==> run_1/util_map.png <==
Drawn at 3 px/um. The die is cut into 9 by 8 equal tiles; black is low, pale yellow is high, 0 to 100% covered.
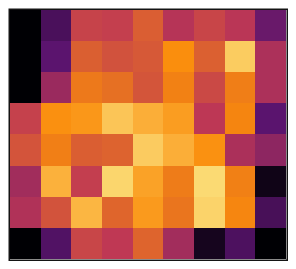
==> run_1/class_map.png <==
Drawn at 4 px/um. Fill, decap, tap and diode cells in grey.
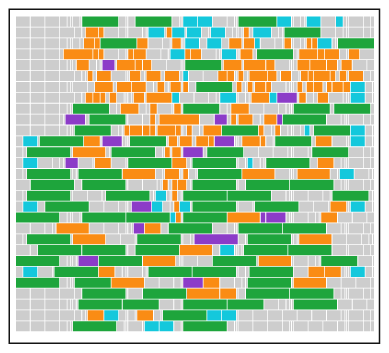
==> run_1/closeup.png <==
Window x 34 to 59, y 29 to 54 um. Cells in grey, sequential cells in the stronger grey; small squares are vias.
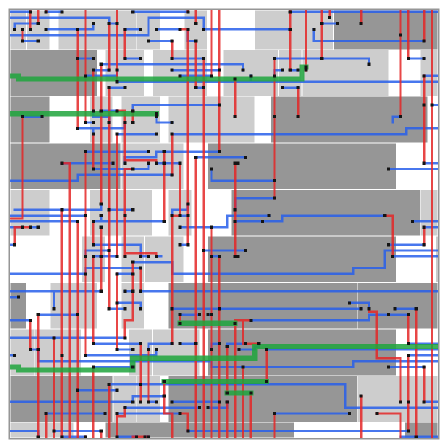
## src/rtl/seg_pkg.sv

```systemverilog
// -----------------------------------------------------------------------------
// seg_pkg
// Shared definitions for the segment-character sequencer: default character
// and hold-counter widths, and the sequencer state encoding.
// -----------------------------------------------------------------------------
package seg_pkg;

    localparam int CHAR_W_DEF = 7;  // one bit per display segment
    localparam int HOLD_W_DEF = 4;  // hold length in animation frames

    // Sequencer states; the numeric encoding is visible on debug taps.
    typedef enum logic [1:0] {
        IDLE  = 2'd0,
        ISSUE = 2'd1,
        HOLD  = 2'd2,
        DRAIN = 2'd3
    } seq_state_e;

endpackage

```

## src/rtl/seg_char_fifo.sv

```systemverilog
// -----------------------------------------------------------------------------
// seg_char_fifo
// Synchronous first-word-fall-through FIFO for segment characters.
//
// Ports
//   clk, rst_n      clock, asynchronous active-low reset
//   flush_i         synchronous clear; overrides push and pop
//   push_i, data_i  write request and data (ignored while full)
//   pop_i           read request (ignored while empty)
//   head_o          oldest stored entry
//   count_o         occupancy, 0..DEPTH
//   full_o, empty_o occupancy flags derived from the registered count
// -----------------------------------------------------------------------------
module seg_char_fifo #(
    parameter int DEPTH = 8,
    parameter int WIDTH = 7
) (
    input  logic                   clk,
    input  logic                   rst_n,
    input  logic                   flush_i,
    input  logic                   push_i,
    input  logic [WIDTH-1:0]       data_i,
    input  logic                   pop_i,
    output logic [WIDTH-1:0]       head_o,
    output logic [$clog2(DEPTH):0] count_o,
    output logic                   full_o,
    output logic                   empty_o
);

    localparam int            AW       = $clog2(DEPTH);
    localparam logic [AW:0]   FULL_CNT = DEPTH[AW:0];

    logic [AW-1:0]    wr_ptr_q, wr_ptr_d;
    logic [AW-1:0]    rd_ptr_q, rd_ptr_d;
    logic [AW:0]      count_q, count_d;
    logic [WIDTH-1:0] mem_q [DEPTH];
    logic             push_ok, pop_ok;

    assign full_o  = (count_q == FULL_CNT);
    assign empty_o = (count_q == '0);
    assign push_ok = push_i && !full_o;
    assign pop_ok  = pop_i && !empty_o;

    // NOTE: every variable written here gets a default first, so no path can
    // leave it unassigned and infer a latch.
    always_comb begin
        wr_ptr_d = wr_ptr_q;
        rd_ptr_d = rd_ptr_q;
        count_d  = count_q;
        if (flush_i) begin
            wr_ptr_d = '0;
            rd_ptr_d = '0;
            count_d  = '0;
        end else begin
            // DEPTH is a power of two, so pointer overflow is the wrap.
            if (push_ok) wr_ptr_d = wr_ptr_q + 1'b1;
            if (pop_ok)  rd_ptr_d = rd_ptr_q + 1'b1;
            if (push_ok && !pop_ok)      count_d = count_q + 1'b1;
            else if (pop_ok && !push_ok) count_d = count_q - 1'b1;
        end
    end

    // NOTE: state registers use non-blocking assignments so every flop samples
    // the pre-edge values regardless of evaluation order.
    always_ff @(posedge clk or negedge rst_n) begin
        if (!rst_n) begin
            wr_ptr_q <= '0;
            rd_ptr_q <= '0;
            count_q  <= '0;
        end else begin
            wr_ptr_q <= wr_ptr_d;
            rd_ptr_q <= rd_ptr_d;
            count_q  <= count_d;
        end
    end

    // NOTE: storage is deliberately not reset; the pointers and count already
    // guarantee no stale entry is ever read, and this lets it map to RAM.
    always_ff @(posedge clk) begin
        if (push_ok && !flush_i) mem_q[wr_ptr_q] <= data_i;
    end

    assign head_o  = mem_q[rd_ptr_q];
    assign count_o = count_q;

endmodule

```

## src/rtl/seg_char_sequencer.sv

```systemverilog
// -----------------------------------------------------------------------------
// seg_char_sequencer
// Queues segment characters and hands them to a display animator one at a
// time, keeping each on screen for at least hold_frames animation frames and
// waiting for the animator to finish before issuing the next one.
//
// Ports
//   clk, rst_n    clock, asynchronous active-low reset
//   ena           allows a new character to be issued (in-flight hold/drain
//                 still completes when low)
//   tick60        one-cycle pulse per animation frame
//   wr_valid,
//   wr_char       push interface; wr_ready is high while the FIFO is not full
//   flush         synchronous clear of FIFO and sequencer (char_out and
//                 overflow are kept)
//   hold_frames   frames to hold each character, sampled at issue
//   anim_busy     animator still working on the previous character
//   char_avail    one-cycle issue strobe
//   char_out      last issued character, stable until the next issue
//   fifo_count    FIFO occupancy
//   overflow      sticky: a push was attempted while full (cleared by reset)
// -----------------------------------------------------------------------------
module seg_char_sequencer
    import seg_pkg::*;
#(
    parameter int DEPTH  = 8,
    parameter int CHAR_W = CHAR_W_DEF,
    parameter int HOLD_W = HOLD_W_DEF
) (
    input  logic                   clk,
    input  logic                   rst_n,
    input  logic                   ena,
    input  logic                   tick60,
    input  logic                   wr_valid,
    input  logic [CHAR_W-1:0]      wr_char,
    output logic                   wr_ready,
    input  logic                   flush,
    input  logic [HOLD_W-1:0]      hold_frames,
    input  logic                   anim_busy,
    output logic                   char_avail,
    output logic [CHAR_W-1:0]      char_out,
    output logic [$clog2(DEPTH):0] fifo_count,
    output logic                   overflow
);

    seq_state_e        state_q, state_d;
    logic [HOLD_W-1:0] hold_cnt_q, hold_cnt_d;
    logic [CHAR_W-1:0] char_out_q, char_out_d;
    logic              char_avail_q, char_avail_d;
    logic              overflow_q, overflow_d;
    logic              drain_first_q;

    logic [CHAR_W-1:0] fifo_head;
    logic              fifo_pop, fifo_full, fifo_empty;

    seg_char_fifo #(
        .DEPTH (DEPTH),
        .WIDTH (CHAR_W)
    ) u_fifo (
        .clk     (clk),
        .rst_n   (rst_n),
        .flush_i (flush),
        .push_i  (wr_valid),
        .data_i  (wr_char),
        .pop_i   (fifo_pop),
        .head_o  (fifo_head),
        .count_o (fifo_count),
        .full_o  (fifo_full),
        .empty_o (fifo_empty)
    );

    // Registered count only: a pop in the same cycle never frees a slot early.
    assign wr_ready = !fifo_full;

    always_comb begin
        state_d      = state_q;
        hold_cnt_d   = hold_cnt_q;
        char_out_d   = char_out_q;
        char_avail_d = 1'b0;
        fifo_pop     = 1'b0;
        overflow_d   = overflow_q | (wr_valid && !wr_ready && !flush);

        if (flush) begin
            state_d = IDLE;
        end else begin
            unique case (state_q)
                IDLE: begin
                    if (ena && !fifo_empty && !anim_busy) state_d = ISSUE;
                end
                ISSUE: begin
                    char_avail_d = 1'b1;
                    char_out_d   = fifo_head;
                    fifo_pop     = 1'b1;
                    hold_cnt_d   = hold_frames;
                    state_d      = HOLD;
                end
                HOLD: begin
                    if (hold_cnt_q == '0) state_d    = DRAIN;
                    else if (tick60)      hold_cnt_d = hold_cnt_q - 1'b1;
                end
                DRAIN: begin
                    // The animator raises anim_busy one cycle after the issue
                    // strobe, so the first DRAIN cycle cannot trust it.
                    if (!drain_first_q && !anim_busy) state_d = IDLE;
                end
                default: state_d = IDLE;
            endcase
        end
    end

    always_ff @(posedge clk or negedge rst_n) begin
        if (!rst_n) begin
            state_q       <= IDLE;
            hold_cnt_q    <= '0;
            char_out_q    <= '0;
            char_avail_q  <= 1'b0;
            overflow_q    <= 1'b0;
            drain_first_q <= 1'b1;
        end else begin
            state_q       <= state_d;
            hold_cnt_q    <= hold_cnt_d;
            char_out_q    <= char_out_d;
            char_avail_q  <= char_avail_d;
            overflow_q    <= overflow_d;
            // High during the first cycle spent in DRAIN.
            drain_first_q <= (state_q != DRAIN);
        end
    end

    assign char_avail = char_avail_q;
    assign char_out   = char_out_q;
    assign overflow   = overflow_q;

endmodule

```

## config.mk

```make
export PLATFORM = sky130hd
export DESIGN_NAME = seg_char_sequencer
export DESIGN_NICKNAME = d
export VERILOG_FILES = /design/src/rtl/seg_pkg.sv /design/src/rtl/seg_char_fifo.sv /design/src/rtl/seg_char_sequencer.sv
export SDC_FILE = /design/constraint.sdc
export NUM_CORES = 1
export LEC_CHECK = 0
export CAP_MARGIN = 20
export CORE_ASPECT_RATIO = 0.9
export CORE_UTILIZATION = 50
export CTS_CLUSTER_DIAMETER = 40
export DETAILED_ROUTE_END_ITERATION = 16
export GPL_TIMING_DRIVEN = 0
export PLACE_DENSITY = 0.71
export SETUP_SLACK_MARGIN = 0.4
export SLEW_MARGIN = 15
export SYNTH_ARGS = -nofsm -noshare
export SYNTH_HDL_FRONTEND = slang
export SYNTH_HIERARCHICAL = 1
export SYNTH_SLANG_ARGS = --single-unit
```

## constraint.sdc

```tcl
create_clock -name clk -period 3.3 [get_ports clk]
set_clock_uncertainty 0.15 [all_clocks]
set_input_delay 0.495 -clock clk [delete_from_list [all_inputs] [get_ports clk]]
set_output_delay 0.495 -clock clk [all_outputs]
set_load 0.05 [all_outputs]
```

==> flow.log, run 1 <==
[flow] final metrics
INFO  metric relSlewSlack = 45.0%
INFO  metric timing.max_cap.violations = 0
INFO  metric powerComb = 1.12 mW
INFO  metric synth.area.top_cells = sky130_fd_sc_hd__edfxtp_1, sky130_fd_sc_hd__dfrtp_1, sky130_fd_sc_hd__mux4_2, sky130_fd_sc_hd__mux2_2, sky130_fd_sc_hd__ha_1
INFO  metric clock_sink_count = 82
INFO  metric finalClockPeriodUsage = 84.1%
INFO  metric irDropWorstVdd = 0.465 mV
INFO  metric die_y = 83.2 um
INFO  metric grt_use_met3 = 6.04%
INFO  metric total_power = 3.19 mW
INFO  metric clk_pin_slew = 0.09 ns
INFO  metric synthTopCellsByCount = sky130_fd_sc_hd__edfxtp_1, sky130_fd_sc_hd__dfrtp_1, sky130_fd_sc_hd__nor2_1, sky130_fd_sc_hd__mux2_2, sky130_fd_sc_hd__mux4_2
INFO  metric comb_area = 0.00124 mm^2
INFO  metric highest-signal-layer = met4
INFO  metric antenna_found_initial = 0
INFO  metric post-synth-top-area-cell = sky130_fd_sc_hd__edfxtp_1
INFO  metric synth_async_sr_flop_share = 31.7%
INFO  metric comb.multi_input.count = 129
INFO  metric worst_pin_slew = 0.822 ns
INFO  metric gr-usage-all-layers = 19.4%
INFO  metric power.group.top = registers
INFO  metric fraction_of_layout_cells_with_a_size_suffix_above_1 = 21.9%
INFO  metric hold_fix_buffers_at_cts = 0
INFO  metric internal_power = 2.07 mW
INFO  metric synth-simple-area-share = 7.63%
INFO  metric layout_top_cells_excl_fill_tap = sky130_fd_sc_hd__edfxtp_1, sky130_fd_sc_hd__clkdlybuf4s50_1, sky130_fd_sc_hd__dfrtp_1
INFO  metric finalWorstPathRequiredPeriod = 2.77 ns
INFO  metric area.share.combinational = 28.7%
INFO  metric outcome = completed
INFO  metric power-per-cell-area = 739 mW/mm^2
INFO  metric whs = 0.00194 ns
INFO  metric grt_busiest_layer = met2
INFO  metric finalSetupTns = 0 ns
INFO  metric muxShareOfSynthArea = 14.0%
INFO  metric ys.flops = 82
INFO  metric timing.rr.end = u_fifo/count_o[3]$_DFFE_PN0P_
INFO  metric final_util = 60.9%
INFO  metric ys_dominant_reg_cell = sky130_fd_sc_hd__edfxtp_1
-- util_map.png (at the start) --
mean over tiles: 55%
nearly empty tiles: 6.9%
densest ninth of the die: centre
tiles over 75% full: 24%
fullest tile: 92%

-- class_map.png (at the start) --
[green] registers | cells: 82 | share of their area: 56%
[orange] remaining logic cells | cells: 142 | share of their area: 31%
[purple] clock drivers and dummy loads | cells: 16 | share of their area: 4.7%
[cyan] remaining buffers and delay cells | cells: 43 | share of their area: 9.1%

-- closeup.png (at the start) --
[red] M2
[green] M3
[blue] M1
most frequent: nor2_1 (8), edfxtp_1 (8)
cells with their middle in the window: 39
sequential cells in the window: 11
netlist names of flops here include: `u_fifo/mem_q` (8), `u_fifo/rd_ptr_q` (2)

==> run_1/clock_nets.png <==
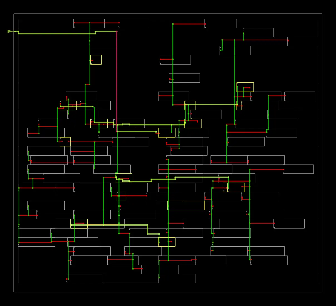

==> run 2: changes to the inputs <==
- PLACE_DENSITY: 0.71 -> 0.73
- clock period: 3.3 -> 2.55 ns (I/O delays scaled with it)
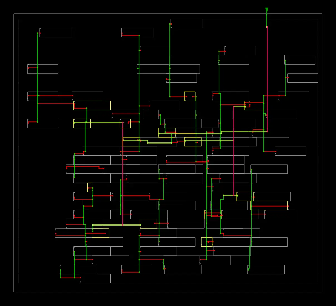
(run_2/clock_nets.png)
final-layout clock buffer total: 9
layout sequential cell count: 82

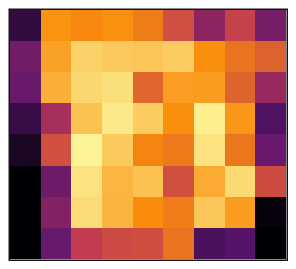
(run_2/util_map.png)
Drawn at 3 px/um. The die is cut into 9 by 8 equal tiles; black is low, pale yellow is high, 0 to 100% covered.
mean over tiles: 61%
emptiest ninth of the die: south-west
tiles over 75% full: 44%
fullest tile: 98%

==> flow.log, run 2 <==
[flow] final metrics
INFO  metric outcome = completed
INFO  metric comb.multi_input.count = 129
INFO  metric static-leakage-power = 1.74 nW
INFO  metric clock_sink_count = 82
INFO  metric synth_async_sr_flop_share = 31.7%
INFO  metric post-synth-top-area-cell = sky130_fd_sc_hd__edfxtp_1
INFO  metric post_synth_xor_area_fraction = 1.44%
INFO  metric viasPerCell = 5.51
INFO  metric timing.rr.end = u_fifo/count_o[3]$_DFFE_PN0P_
INFO  metric ys.flops = 82
INFO  metric grt_busiest_layer = met2
INFO  metric power.sequential.total = 1.74 mW
INFO  metric fin_cells = 403
INFO  metric comb_area = 0.00139 mm^2
INFO  metric area.share.combinational = 29.0%
INFO  metric floorplan.nets = 263
INFO  metric highest-signal-layer = met4
INFO  metric synth-simple-area-share = 7.63%
INFO  metric power.group.top = combinational cells
INFO  metric total_power = 4.62 mW
INFO  metric synth.area.top_cells = sky130_fd_sc_hd__edfxtp_1, sky130_fd_sc_hd__dfrtp_1, sky130_fd_sc_hd__mux4_2, sky130_fd_sc_hd__mux2_2, sky130_fd_sc_hd__ha_1
INFO  metric hold_fix_buffers_at_cts = 1
INFO  metric antenna_found_initial = 0
INFO  metric power.sequential.fraction = 37.5%
INFO  metric muxShareOfSynthArea = 14.0%
INFO  metric floorplan.die.width = 92.2 um
INFO  metric fraction_of_layout_cells_with_a_size_suffix_above_1 = 38.1%
INFO  metric worst_pin_slew = 0.651 ns
INFO  metric internal_power = 3.02 mW
INFO  metric ys_dominant_reg_cell = sky130_fd_sc_hd__edfxtp_1
INFO  metric die_y = 83.2 um
INFO  metric powerComb = 1.88 mW
INFO  metric final_util = 67.5%
INFO  metric power-per-cell-area = 968 mW/mm^2
INFO  metric core_area = 0.00708 mm^2
INFO  metric irDropWorstVdd = 0.585 mV
INFO  metric finalClockPeriodUsage = 99.5%
INFO  metric synthTopCellsByCount = sky130_fd_sc_hd__edfxtp_1, sky130_fd_sc_hd__dfrtp_1, sky130_fd_sc_hd__nor2_1, sky130_fd_sc_hd__mux2_2, sky130_fd_sc_hd__mux4_2
INFO  metric layout_top_cells_excl_fill_tap = sky130_fd_sc_hd__edfxtp_1, sky130_fd_sc_hd__clkdlybuf4s50_1, sky130_fd_sc_hd__dfrtp_1, sky130_fd_sc_hd__buf_4
INFO  metric finalSetupTns = 0 ns
INFO  metric reg2reg_setup_slack = 0.01 ns
INFO  metric grt_use_met3 = 4.49%
INFO  metric finalWorstPathRequiredPeriod = 2.54 ns
INFO  metric whs = 0.343 ns
INFO  metric clk_pin_slew = 0.08 ns
INFO  metric sw_share = 34.7%
Power and IR drop assume default switching activity.
